Run 1, cell classes on the final placement:
The bar under the picture is 20 um long. Fill, decap, tap and diode cells in gray.
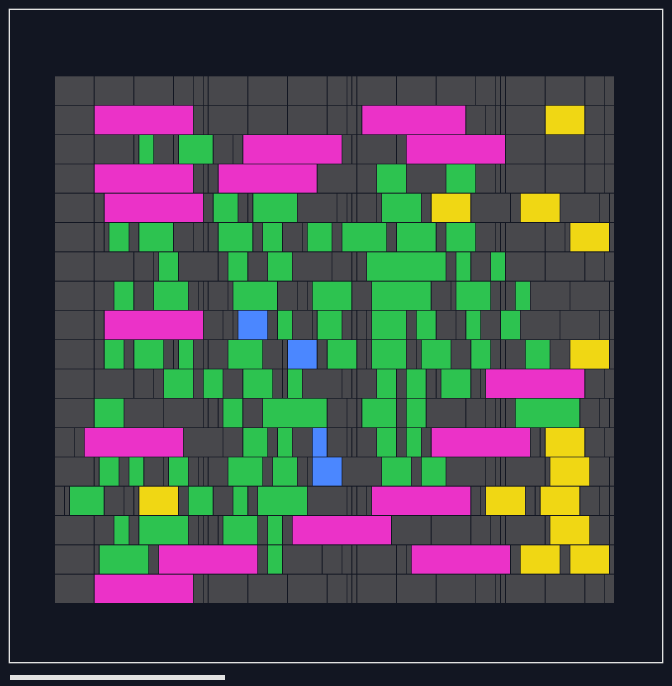
Run 1, met2 routing:
The bar under the picture is 20 um long.
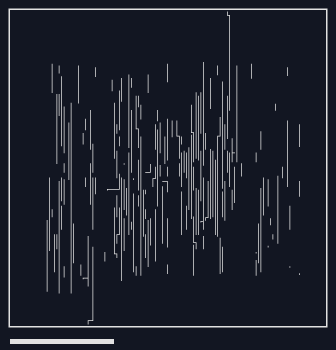
Run 1, power grid:
Pins as bars on the die edge. Tap cells in gray.
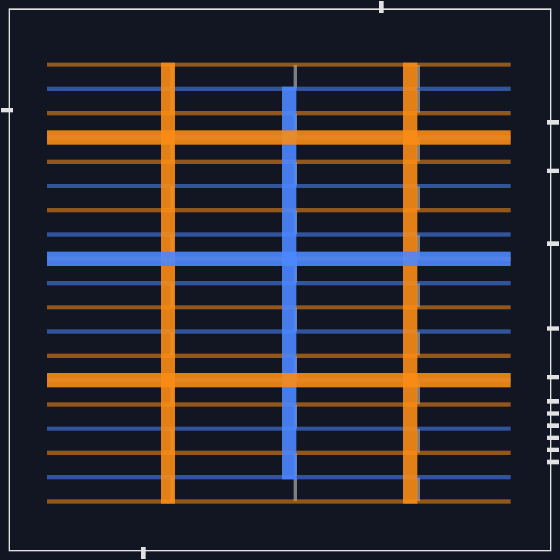
Run 1, placed standard cells:
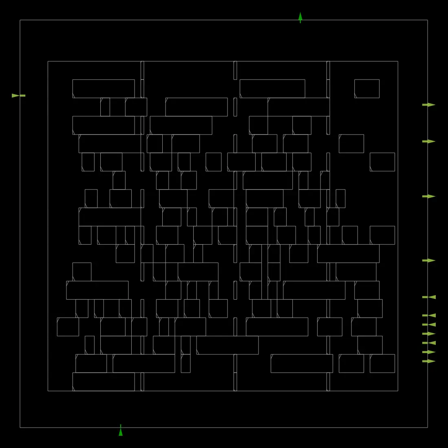
==> config.mk <==
export PLATFORM = sky130hd
export DESIGN_NAME = ac_compressor_sequencer
export DESIGN_NICKNAME = d
export VERILOG_FILES = /design/src/rtl/ac_compressor_sequencer.sv
export SDC_FILE = /design/constraint.sdc
export NUM_CORES = 1
export LEC_CHECK = 0
export CELL_PAD_IN_SITES_DETAIL_PLACEMENT = 1
export CELL_PAD_IN_SITES_GLOBAL_PLACEMENT = 2
export CORE_MARGIN = 4
export CORE_UTILIZATION = 36
export CTS_CLUSTER_DIAMETER = 60
export DETAILED_ROUTE_END_ITERATION = 8
export PLACE_DENSITY_LB_ADDON = 0.1
export SLEW_MARGIN = 20
export SYNTH_ARGS = -nofsm -noshare
export SYNTH_HDL_FRONTEND = slang
export SYNTH_SLANG_ARGS = --single-unit
==> constraint.sdc <==
create_clock -name clk -period 5.95 [get_ports clk]
set_clock_uncertainty 0.2 [all_clocks]
set_input_delay 0.8925 -clock clk [delete_from_list [all_inputs] [get_ports clk]]
set_output_delay 0.8925 -clock clk [all_outputs]
set_load 0.05 [all_outputs]
==> results.cfg, run 1 <==
; synthesis and place-and-route metrics
[cells_and_area]
area.sequential_um2 = 402
flip_flop_count_of_the_largest_register_all_copies_and_words_added = 8
num-nets-final = 119

[global_routing]
grt_pass1_wl_mm = 3.86
grt_residual_overflow = 0

[setup_path]
worst_path_max_delay_cell = clkdlybuf4s50_1
worst-endpoint-arrival_ns = 2.00
cp_required_ns = 4.86
cell_by_cell_listing_of_the_critical_path = inv_1, nand2_1, a21oi_1, clkdlybuf4s50_1
crit_path_max_fanout = 9
reg2reg_depth = 6
critical-path-top-delay-family = buffers and inverters

[yosys]
synthFlopType = dfrtp_1
mappedNetlistNets = 105
synth_cell_type_count = 44
synth.largest_area_cell = dfrtp_1
avgSynthCellArea_um2 = 10.2

[pwr]
power_frac_seq = 0.383
p_per_area_nw_per_um2 = 370
final_power_uw = 426
power_frac_comb = 0.476
clkPwrFrac = 0.141

[placed_design]
gp_congestion = 0.787
dpl.hpwl_mm = 1.75

[cts]
clk_pin_slew_ns = 0.10
tritoncts = yes
clock-sinks = 16
latency_at_later_pin_ns = 0.29
maximum_buffer_depth_of_the_clock_tree = 2

[timing]
post-route-period-util = 0.521
timing.max_slew.rel_slack = 0.525
fmax_ghz = 0.323
rsz0062_at_grt = false
max_slew.worst_pin.slew_ns = 0.710

[route]
post_drt_wl_per_cell_um = 16.1

[status]
status = complete, no violations
Back to the opening pictures, 'cell classes on the final placement':
- green: remaining logic cells (cells 77)
- yellow: remaining buffers and delay cells (cells 13)
- blue: clock drivers and dummy loads (cells 4)
- magenta: registers (cells 16)
core outline area: 2540 um2
Cell Rows: 18
share of the final layout cell area in sequential cells: 0.349
cell area after layout: 1150 um2

Back to the opening pictures, 'met2 routing':
- main direction: vertical
- wire length on this layer: 1070 um
- longest straight run: 36.4 um
vias: 780
global-route met2 utilization: 0.247
final WL: 2.26 mm

Back to the opening pictures, 'power grid':
- blue: VDD
- orange: VSS
- tap cells: 30
- rows: 18
- met5 straps: 3
die height: 60.5 um
x dimension of the die: 60.5 um
Max rail drop VDD: 0.233 mV

Back to the opening pictures, 'placed standard cells':
Filler Cell Count: 302
well-tap cell count: 30

## run 1: per-stage QoR
stage	cells	hold slack, ns	util
2_1_floorplan	97	0.383	-
3_3_place_gp	136	0.428	0.441
3_5_place_dp	136	0.439	0.441
4_1_cts	140	0.456	0.452
5_1_grt	140	0.510	0.452
6_report	140	0.449	0.452
## run 1: final cells by class
cell class              instances  area share
multi-input cells              73       0.469
flip-flops and latches         16       0.349
repair buffers                 13       0.113
well taps                      30      0.0326
clock buffers                   4      0.0229
inverters                       4      0.0131
## run 1: cell families after synthesis
group / synth area share
adder cells (fa/ha/maj): 0.0252
XOR/XNOR: 0.0529
AND-OR/OR-AND: 0.150
multiplexers: 0.0101
AND/OR/NAND/NOR: 0.305
flip-flops: 0.404
buffers and inverters: 0.0529
## run 1: layout by cell type (no fill, tap or decap), types with 2 or more instances in the layout
cell type / synthesis / layout
dfrtp_1: 15 / 15
clkdlybuf4s50_1: 0 / 13
nor3_1: 8 / 8
nand2_1: 6 / 6
nor2_1: 5 / 5
inv_1: 4 / 4
nor3b_1: 4 / 4
o21ai_0: 4 / 4
xnor2_1: 4 / 4
nand3_1: 4 / 4
nor4_1: 3 / 3
a21o_1: 3 / 3
clkbuf_4: 0 / 3
xor2_1: 2 / 2
ha_1: 2 / 2
## run 1: metal layers
metal / track usage / part of all wire
met3: 0.0298 / 0.055
met1: 0.174 / 0.46
met5: 0 / 0
met2: 0.247 / 0.47
met4: 0.0557 / 0.0097
## run 1: worst reg2reg max path: stages, from the launching register on
cell,delay (ns)
dfrtp_1,0.45
ha_1,0.27
and4bb_1,0.25
and4b_1,0.19
or3_4,0.36
a211oi_4,0.40
nor3_1,0.13
## run 1: power by group through the flow
stage	clock network, mW	registers [mW]	logic (mW)
5_1_grt	0.0673	0.168	0.219
3_3_place_gp	0	0.164	0.202
4_1_cts	0.0637	0.163	0.206
6_report	0.0602	0.163	0.203
3_5_place_dp	0	0.165	0.205
2_1_floorplan	0	0.198	0.116
Run 1, clock network drawn from the DEF:
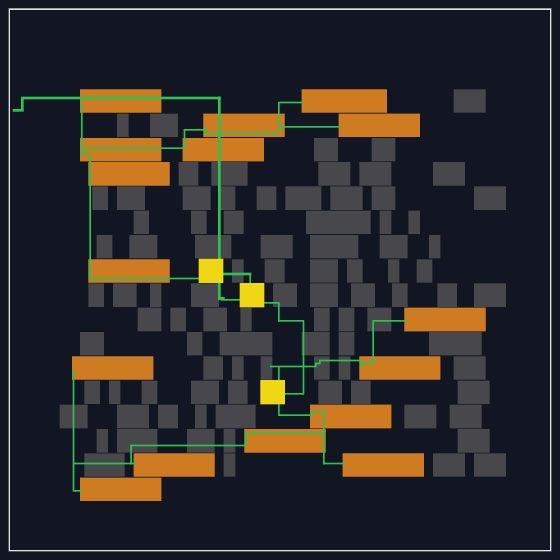

==> inputs of run 2 (changes only) <==
--- a/config.mk
+++ b/config.mk
@@ -8,7 +8,7 @@
 export CELL_PAD_IN_SITES_DETAIL_PLACEMENT = 1
 export CELL_PAD_IN_SITES_GLOBAL_PLACEMENT = 2
 export CORE_MARGIN = 4
-export CORE_UTILIZATION = 36
+export CORE_UTILIZATION = 30
 export CTS_CLUSTER_DIAMETER = 60
 export DETAILED_ROUTE_END_ITERATION = 8
 export PLACE_DENSITY_LB_ADDON = 0.1
==> constraint.sdc (replaced) <==
create_clock -name clk -period 2.5 [get_ports clk]
set_clock_uncertainty 0.2 [all_clocks]
set_input_delay 0.375 -clock clk [delete_from_list [all_inputs] [get_ports clk]]
set_output_delay 0.375 -clock clk [all_outputs]
set_load 0.05 [all_outputs]
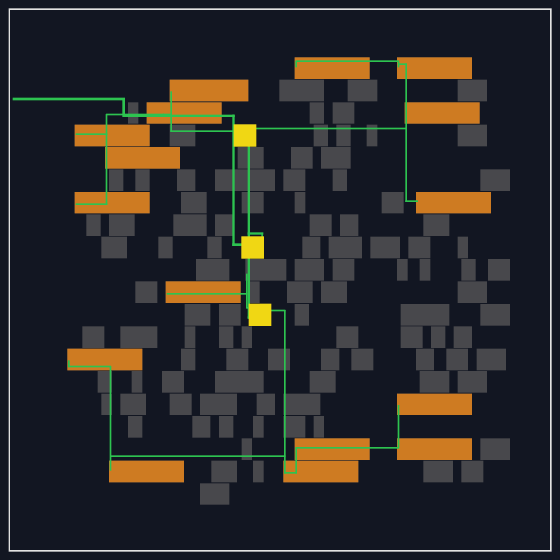
Run 2: clock network drawn from the DEF
- yellow: clock-net drivers (count 3)
- green: clock wires (length 266 um)
- orange: flip-flops (count 16)
- routed clock nets: 4
- flops lie: all over the die
Clock power frac: 0.166
clock network power consumption: 180 uW

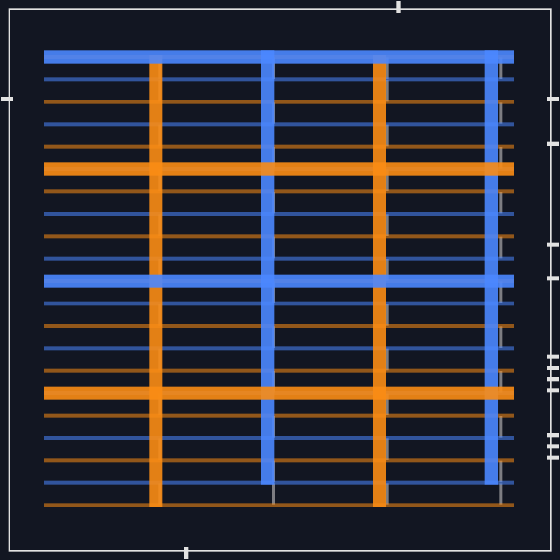
Run 2: power grid
Pins as bars on the die edge. Tap cells in gray.
- orange: VSS
- blue: VDD
- tap cells: 44
- rows: 20
- met1 rails: 21
- met4 straps: 4
x dimension of the die: 65.5 um
die height: 65.5 um

==> run 2 against run 1 <==
Compared with the run above:
- synthesized cell count unchanged
- global-route usage down 1.0 points
- routed wire length grew 12%
- cell area grew 8.7%
- first-iteration DRC count went up to 13 times the previous value
- die area increased by 17%
- utilization down 4.9 points
==> results.cfg, run 2 <==
; synthesis and place-and-route metrics
[cells_and_area]
postLayoutCoreUtil = 0.403
layout_top_cells_excl_fill_tap = 15 x dfrtp_1, 12 x clkdlybuf4s50_1, 11 x buf_4, 8 x nor3_1, 6 x nand2_1
finish.cell_count_without_fillers = 164
final_layout_top_logic_cell = dfrtp_1
fillCellCount = 379
num-nets-final = 129

[placed_design]
dpl.hpwl_mm = 2.02
dpl.cell_count = 160

[yosys]
mappedNetlistNets = 105
synth_cell_type_count = 44
synth.yosys.warnings = 0
edf_count = 0
post_synth_instance_area_um2 = 993
synth.largest_area_cell = dfrtp_1
synthFlopType = dfrtp_1
avgSynthCellArea_um2 = 10.2
top_cell = dfrtp_1

[cts]
clk_pin_slew_ns = 0.10
cts-hold-fix-buffers = 0
clock-sinks = 16
tritoncts = yes
latency_at_later_pin_ns = 0.29

[setup_path]
worst-endpoint-arrival_ns = 1.78
worst_path_max_delay_cell = clkdlybuf4s50_1
crit_path_max_fanout = 11
reg2reg_depth = 6
critical-path-top-delay-family = buffers and inverters
cell_by_cell_listing_of_the_critical_path = clkdlybuf4s50_1
cp_required_ns = 1.92

[global_routing]
antenna_found_initial = 0
grt_pass1_wl_mm = 4.34
grt_residual_overflow = 0

[pwr]
power_frac_comb = 0.482
peakVddDrop_mv = 0.233
power_frac_seq = 0.352
p_per_area_nw_per_um2 = 867

[die]
coreArea_um2 = 3100
rows = 20

[timing]
max_slew.worst_pin.slew_ns = 0.503
post-route-period-util = 0.943
rsz0062_at_grt = false
timing.max_slew.rel_slack = 0.664

[route]
num_vias = 827
drt_wl_total_mm = 2.52
post_drt_wl_per_cell_um = 15.4

[status]
status = complete, no violations
==> run 2: area by class of cell <==
class | instances | area share
Tap cell | 44 | 0.0440
Timing Repair Buffer | 23 | 0.162
Multi-Input combinational cell | 73 | 0.431
Clock buffer | 4 | 0.0290
Sequential cell | 16 | 0.321
Inverter | 4 | 0.0120
==> run 2: cell families (layout without fill, tap and decap cells) <==
family                   after synthesis  count (layout)  synth area share
AND/OR/NAND/NOR                       46              46             0.305
AND-OR/OR-AND                         18              18             0.150
flip-flops                            16              16             0.404
buffers and inverters                  8              31            0.0529
XOR/XNOR                               6               6            0.0529
adder cells (fa/ha/maj)                2               2            0.0252
multiplexers                           1               1            0.0101
==> run 2: metal layers <==
metal,GRT usage,share of wire,vias to the layer above
met3,0.0239,0.043,5
met5,0,0,-
met1,0.179,0.47,401
li1,-,-,406
met2,0.216,0.47,15
met4,0.0389,0.015,0
==> run 2: power groups by stage <==
stage | logic [mW] | registers, mW | clock network, mW
2_1_floorplan | 0.277 | 0.472 | 0
3_5_place_dp | 0.534 | 0.388 | 0
5_1_grt | 0.571 | 0.396 | 0.194
3_3_place_gp | 0.524 | 0.386 | 0
4_1_cts | 0.535 | 0.382 | 0.186
6_report | 0.523 | 0.381 | 0.180
==> run 2: metrics by stage <==
step / setup slack, ns / TNS (ns) / hold WS, ns / area [um2]
after floorplan: 0.247 / 0 / -0.121 / 993
final: 0.142 / 0 / 0.190 / 1250
after global placement: -0.0114 / -0.0114 / 0.434 / 1210
after global routing: 0.0783 / 0 / 0.209 / 1250
after CTS: 0.132 / 0 / 0.190 / 1250
after detailed placement: -0.0499 / -0.251 / 0.445 / 1210
No activity file was given, so power comes from the tool's default toggle rates.
